### Track usage over the die

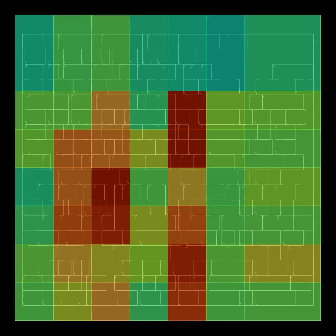
### Cells by drive strength

Scale: 8 px per um.
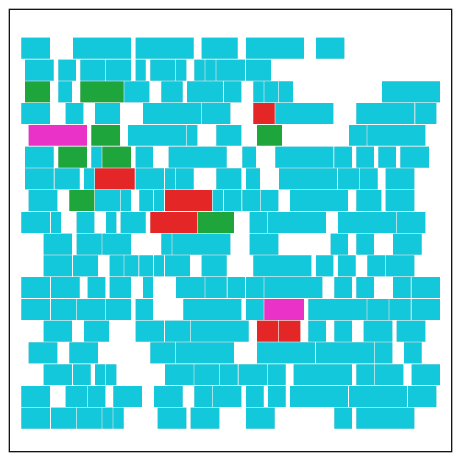
### Logic cells by family

Scale: 8 px per um.
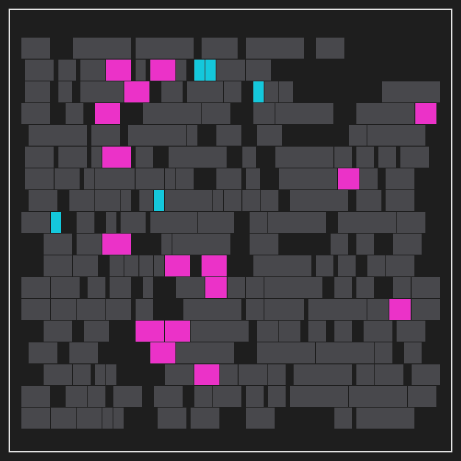
## src/rtl/pipe_hazard_scoreboard_pkg.sv

```systemverilog
// Shared kind encodings, stage record and helpers for the ID-stage hazard scoreboard.
// Used by pipe_hazard_scoreboard and muldiv_busy_counter.
package pipe_hazard_scoreboard_pkg;

  typedef enum logic [1:0] {
    KIND_NONE   = 2'd0,
    KIND_ALU    = 2'd1,
    KIND_LOAD   = 2'd2,
    KIND_MULDIV = 2'd3
  } kind_t;

  typedef struct packed {
    logic       valid;
    kind_t      kind;
    logic [4:0] rd;
  } stage_rec_t;

  localparam logic [4:0] REG_ZERO = 5'd0;
  localparam stage_rec_t BUBBLE = '{valid: 1'b0, kind: KIND_NONE, rd: REG_ZERO};

  // A stage only exports a tag when it will really write a register.
  function automatic logic [4:0] stage_tag(input stage_rec_t r);
    return (r.valid && r.kind != KIND_NONE) ? r.rd : REG_ZERO;
  endfunction

endpackage

```

## src/rtl/pipe_hazard_scoreboard_muldiv_busy_counter.sv

```systemverilog
// Busy counter for multi-cycle mul/div ops held in the EX stage.
// Loaded with MULDIV_LAT-1 on issue; EX is busy while it is non-zero.
module muldiv_busy_counter
  import pipe_hazard_scoreboard_pkg::*;
#(
  parameter int MULDIV_LAT = 4
) (
  input  logic clk,
  input  logic rst,
  input  logic load,
  input  logic ex_is_muldiv,
  output logic ex_busy,
  output logic cnt_zero
);

  localparam logic [3:0] LOAD_VAL = 4'(MULDIV_LAT - 1);

  logic [3:0] cnt;

  always_ff @(posedge clk) begin
    if (rst) begin
      cnt <= 4'd0;
    end else if (load) begin
      cnt <= LOAD_VAL;
    end else if (cnt != 4'd0) begin
      cnt <= cnt - 4'd1;
    end
  end

  assign cnt_zero = (cnt == 4'd0);
  assign ex_busy  = ex_is_muldiv & ~cnt_zero;

endmodule

```

## src/rtl/pipe_hazard_scoreboard.sv

```systemverilog
// ID-stage hazard scoreboard: tracks EX/MEM/WB destination tags, finish qualifiers and the ID stall.
// Optional macro HAZARD_STALL_STATS_EN adds a saturating stall_cycles counter output.
module pipe_hazard_scoreboard
  import pipe_hazard_scoreboard_pkg::*;
#(
  parameter int MULDIV_LAT = 4,
  parameter int KIND_W     = 2
) (
  input  logic              clk,
  input  logic              rst,
  input  logic              id_valid,
  input  logic [KIND_W-1:0] id_kind,
  input  logic [4:0]        id_rd,
  input  logic [4:0]        id_rs1,
  input  logic [4:0]        id_rs2,
  input  logic              id_use_rs1,
  input  logic              id_use_rs2,
  input  logic              flush,
  output logic              stall_id,
  output logic              ex_busy,
  output logic [4:0]        ID_EX_rd,
  output logic [4:0]        EX_MEM_rd,
  output logic [4:0]        MEM_WB_rd,
  output logic              ex_ex_finish,
  output logic              mem_ex_finish,
  output logic              mem_mem_finish,
  output logic              wb_valid
`ifdef HAZARD_STALL_STATS_EN
  ,
  output logic [31:0]       stall_cycles
`endif
);

  stage_rec_t ex_q, mem_q, wb_q;
  kind_t      id_kind_e;
  logic       issue;
  logic       cnt_zero;
  logic       ex_is_muldiv;
  logic       hazard1, hazard2;

  assign id_kind_e    = kind_t'(id_kind);
  assign ex_is_muldiv = ex_q.valid & (ex_q.kind == KIND_MULDIV);

  muldiv_busy_counter #(.MULDIV_LAT(MULDIV_LAT)) u_busy (
    .clk          (clk),
    .rst          (rst),
    .load         (issue & ~ex_busy & (id_kind_e == KIND_MULDIV)),
    .ex_is_muldiv (ex_is_muldiv),
    .ex_busy      (ex_busy),
    .cnt_zero     (cnt_zero)
  );

  assign ID_EX_rd  = stage_tag(ex_q);
  assign EX_MEM_rd = stage_tag(mem_q);
  assign MEM_WB_rd = stage_tag(wb_q);

  assign ex_ex_finish   = ex_q.valid & ((ex_q.kind == KIND_ALU) |
                                        ((ex_q.kind == KIND_MULDIV) & cnt_zero));
  assign mem_ex_finish  = mem_q.valid & ((mem_q.kind == KIND_ALU) | (mem_q.kind == KIND_MULDIV));
  assign mem_mem_finish = mem_q.valid & (mem_q.kind == KIND_LOAD);
  assign wb_valid       = wb_q.valid & (wb_q.kind != KIND_NONE) & (wb_q.rd != REG_ZERO);

  // Only the EX stage can block: MEM/WB results are always forwardable.
  assign hazard1 = id_use_rs1 & (id_rs1 != REG_ZERO) &
                   (((id_rs1 == ID_EX_rd) & ~ex_ex_finish) | ex_busy);
  assign hazard2 = id_use_rs2 & (id_rs2 != REG_ZERO) &
                   (((id_rs2 == ID_EX_rd) & ~ex_ex_finish) | ex_busy);

  assign stall_id = id_valid & ~flush & (hazard1 | hazard2);
  assign issue    = id_valid & ~flush & ~stall_id;

  // A busy mul/div freezes EX and feeds bubbles into MEM while WB keeps draining.
  always_ff @(posedge clk) begin
    if (rst) begin
      ex_q  <= BUBBLE;
      mem_q <= BUBBLE;
      wb_q  <= BUBBLE;
    end else begin
      wb_q <= mem_q;
      if (ex_busy) begin
        mem_q <= BUBBLE;
      end else begin
        mem_q <= ex_q;
        if (issue) begin
          ex_q <= '{valid: 1'b1, kind: id_kind_e, rd: id_rd};
        end else begin
          ex_q <= BUBBLE;
        end
      end
    end
  end

`ifdef HAZARD_STALL_STATS_EN
  always_ff @(posedge clk) begin
    if (rst) begin
      stall_cycles <= 32'd0;
    end else if (stall_id && stall_cycles != 32'hFFFF_FFFF) begin
      stall_cycles <= stall_cycles + 32'd1;
    end
  end
`endif

endmodule

```

## config.mk

```make
export PLATFORM = sky130hd
export DESIGN_NAME = pipe_hazard_scoreboard
export DESIGN_NICKNAME = d
export VERILOG_FILES = /design/src/rtl/pipe_hazard_scoreboard_pkg.sv /design/src/rtl/pipe_hazard_scoreboard_muldiv_busy_counter.sv /design/src/rtl/pipe_hazard_scoreboard.sv
export SDC_FILE = /design/constraint.sdc
export NUM_CORES = 1
export LEC_CHECK = 0
export CORE_UTILIZATION = 52
export CTS_BUF_LIST = sky130_fd_sc_hd__clkbuf_4 sky130_fd_sc_hd__clkbuf_8
export DETAILED_ROUTE_END_ITERATION = 10
export PLACE_DENSITY = 0.88
export SETUP_SLACK_MARGIN = 0.5
export SLEW_MARGIN = 20
export SYNTH_ARGS = -nofsm -noshare
export SYNTH_HDL_FRONTEND = slang
export SYNTH_SLANG_ARGS = --single-unit
```

## constraint.sdc

```tcl
create_clock -name clk -period 4.8 [get_ports clk]
set_input_delay 0.96 -clock clk [delete_from_list [all_inputs] [get_ports clk]]
set_output_delay 0.96 -clock clk [all_outputs]
set_load 0.1 [all_outputs]
```

==> impl_metrics.toml <==
# flow metrics
[detailed_routing]
drt_iter0_drc = 27
avgViaCountPerCell = 5.643
routedWlPerCell_um = 13.83
drc = 0
wirelength_um = 3139
drt_pass1_iterations = 4
vias = 1281
drtAntennaViolNets = 0

[yosys]
ys_area_um2 = 1466
yosys_cells = 157
ff_type = "dfxtp_1"
async_flop_share = 0
synth-warning-count = 0
synthesis.area_um2 = 1466
postSynthAreaPerCell_um2 = 9.340
ys_types = 43
synth-edff-count = 0
ys.flops = 28
syn-instance-count = 157
synth-seq-area-share = 0.3823
syn-num-nets = 182
yosysTopAreaCell = "dfxtp_1"
area_leaders = "dfxtp_1 (38%), and2_1 (9.8%), xnor2_1 (4.2%)"
synth.top_cell.area_share = 0.3823

[global_routing]
grt_max_degree = 17
grt_overflow_total = 0
use_met3 = 0.02186
grt_pass1_vias = 1148
antenna_found_initial = 0
grt_use_met1 = 0.2178
grt_pass1_wl_um = 4740

[die]
fp.coreArea_um2 = 2567
die_area_um2 = 3037
rows = 18
die_w_um = 55.11
io_pins = 44
fp-utilization = 0.5712
die_y_um = 55.11

[setup_path]
crit_slowest_cell = "clkdlybuf4s50_1"
r2r_cells = 8
max_stage_delay_ns = 0.55
reg2reg_to = "u_busy.cnt[2]"
crit_family = "simple AND/OR/NAND/NOR gates"
crit_fanout = 4
start_kind = "primary input"
end_kind = "output pin"
required_ns = 3.84
critical_path_class = "in -> out"
r2r_slack_ns = 2.49
worst-path-buf-inv = 2
worstPathArrival_ns = 3.15
reg2reg_from = "u_busy.cnt[0]"
crit_chain = "clkdlybuf4s50_1 -> nor4bb_1 -> a31oi_1 -> o211a_1 -> nor3_2 -> nand2_1 -> a21oi_2 -> buf_12"

[final_timing]
final_max_slew_viol_count = 0
min_period_over_period = 0.8559
max_slew_margin = 0.3336
timing.setup.tns_ns = 0
fin_crit_ns = 4.108
holdWs_ns = 0.4700
skew_ns = 0.001019
rsz0062_at_grt = "no"
hold_violations = 0
setup_viol_count_final = 0
worstMarginPinSlew_ns = 0.9964
fmax_mhz = 243.4

[cts]
clkSinkCount = 28
clock.latency.late_pin_ns = 0.32
cts_buffers = 3
cts_tree = "built"
root_buffer = "clkbuf_4"
h-tree-depth = 1
cts_hold_buf = 0
cts_resized = 0
clkSlewWorstSetupHoldPaths_ns = 0.13
clock_path_buffers = 2
postCtsSetupBuffers = 0

[power_and_ir_drop]
powerDensity_nw_per_um2 = 272.7
pwr-share-seq = 0.510
p_leak_uw = 0.0007170
power.switching_uw = 155.4
power_frac_comb = 0.282
switching_share = 0.2936
p_clk_frac = 0.207
ir_drop_v = 0.0003079
intPower_uw = 373.9

[min_path]
holdPathStages = 1
min_to = "wb_q[2]"
min_from = "mem_q[2]"
hold_class = "reg -> reg"

[place]
placement.io_buffers = 43
dp_cells = 223
dp_hpwl_um = 2545
gp_congestion = 0.7760

[layout]
fill_cells = 195
logic_area_um2 = 847.1
drive_gt1_frac = 0.08122
area.sequential_um2 = 560.5
layout_top_cells = "clkdlybuf4s50_1 (42), dfxtp_1 (28), and2_1 (23)"
diodes = 0
nets = 223

[run]
cap_violations = 0
warnings = 27

[run_status]
status = "completed"
Back to the opening pictures, 'Track usage over the die':
total global-route track usage: 0.2224
met2 Usage GRT: 0.4518
busiest grt layer: met2

Back to the opening pictures, 'Cells by drive strength':
Key: magenta = drive 6 and up [cells 2, share 1.0%]; red = drive 3 to 4 [cells 6, share 3.0%]; cyan = drive 1 or less [cells 181, share 92%]; green = drive 2 [cells 8, share 4.1%]
bufs w/o clock: 43
Final Instance Area: 1941 um^2
area grow syn2layout: 32.34%
Setup WS post-layout: 0.6916 ns

Back to the opening pictures, 'Logic cells by family':
Key: magenta = AND-OR and OR-AND gates [cells 16, most used a22o_1]; cyan = inverters [cells 5, most used inv_1, where top middle]
Finished Layout Cells: 227
Comb/total area: 0.4365
most used logic cell in the final layout: clkdlybuf4s50_1

==> power by group through the flow <==
| stage | clock network [uW] | logic (uW) | registers [uW] |
|---|---|---|---|
| after floorplan | 0 | 124 | 269 |
| after global placement | 0 | 139 | 273 |
| after detailed placement | 0 | 147 | 275 |
| after CTS | 112 | 149 | 270 |
| after global routing | 121 | 166 | 273 |
| final | 110 | 149 | 270 |
==> synth_stat cells (all sizes together), types with 2 or more instances <==
master  number
xnor2        7
inv          5
nor3         4
ha           2
a31oi        5
a311oi       3
nor2b       10
a21oi        5
nor2        13
nand2        3
o21a         4
buf          4
a31o         4
a22o         5
and2        23
or4          2
clkbuf       3
nor4bb       4
o211a        2
o32ai        2
dfxtp       28
o21ai        5
==> layer usage <==
layer / up-vias / share of wire
li1: 641 / -
met1: 591 / 0.40
met2: 41 / 0.54
met3: 8 / 0.037
met4: 0 / 0.024
met5: - / 0
==> worst max-delay path by stage <==
| stage | endpoint | start | slack, ns | depth (start not counted) |
|---|---|---|---|---|
| global placement | stall_id | id_rs1[3] | 0.92 | 8 |
| detailed placement | stall_id | id_rs1[3] | 0.74 | 8 |
| finish | stall_id | id_rs1[3] | 0.69 | 8 |
| CTS | stall_id | id_rs1[3] | 0.74 | 8 |
| floorplan | stall_id | id_rs1[4] | 1.03 | 6 |
| global route | stall_id | id_rs1[3] | 0.63 | 8 |
==> flip-flops by register name, indices dropped and copies added (netlist names) <==
name,cells
ex_q,8
mem_q,8
wb_q,8
u_busy.cnt,4
==> through the flow <==
step / setup slack [ns] / total power, uW / util / area, um^2
after detailed placement: 0.7364 / 422.4 / 0.7417 / 1904
after global routing: 0.6255 / 559.9 / 0.7558 / 1941
after CTS: 0.7358 / 531.6 / 0.7558 / 1941
after floorplan: 1.028 / 393.0 / - / 1470
final: 0.6916 / 529.3 / 0.7558 / 1941
after global placement: 0.9174 / 411.6 / 0.7417 / 1904
==> cell families (layout without fill, tap and decap cells) <==
kind of cell,Yosys count,count (layout),synth area share
buf+inv,12,52,0.04266
flops,28,28,0.3823
simple gates,68,68,0.2893
xor+xnor,7,7,0.04181
compound gates,40,40,0.2270
fa+ha+maj,2,2,0.01706
==> layout make-up <==
cell class              count  share of cell area
multi-input cells         117              0.4365
well taps                  30             0.01934
repair buffers             43              0.2270
inverters                   5            0.009671
flip-flops and latches     28              0.2888
clock buffers               4             0.01870
Power and IR drop assume default switching activity.
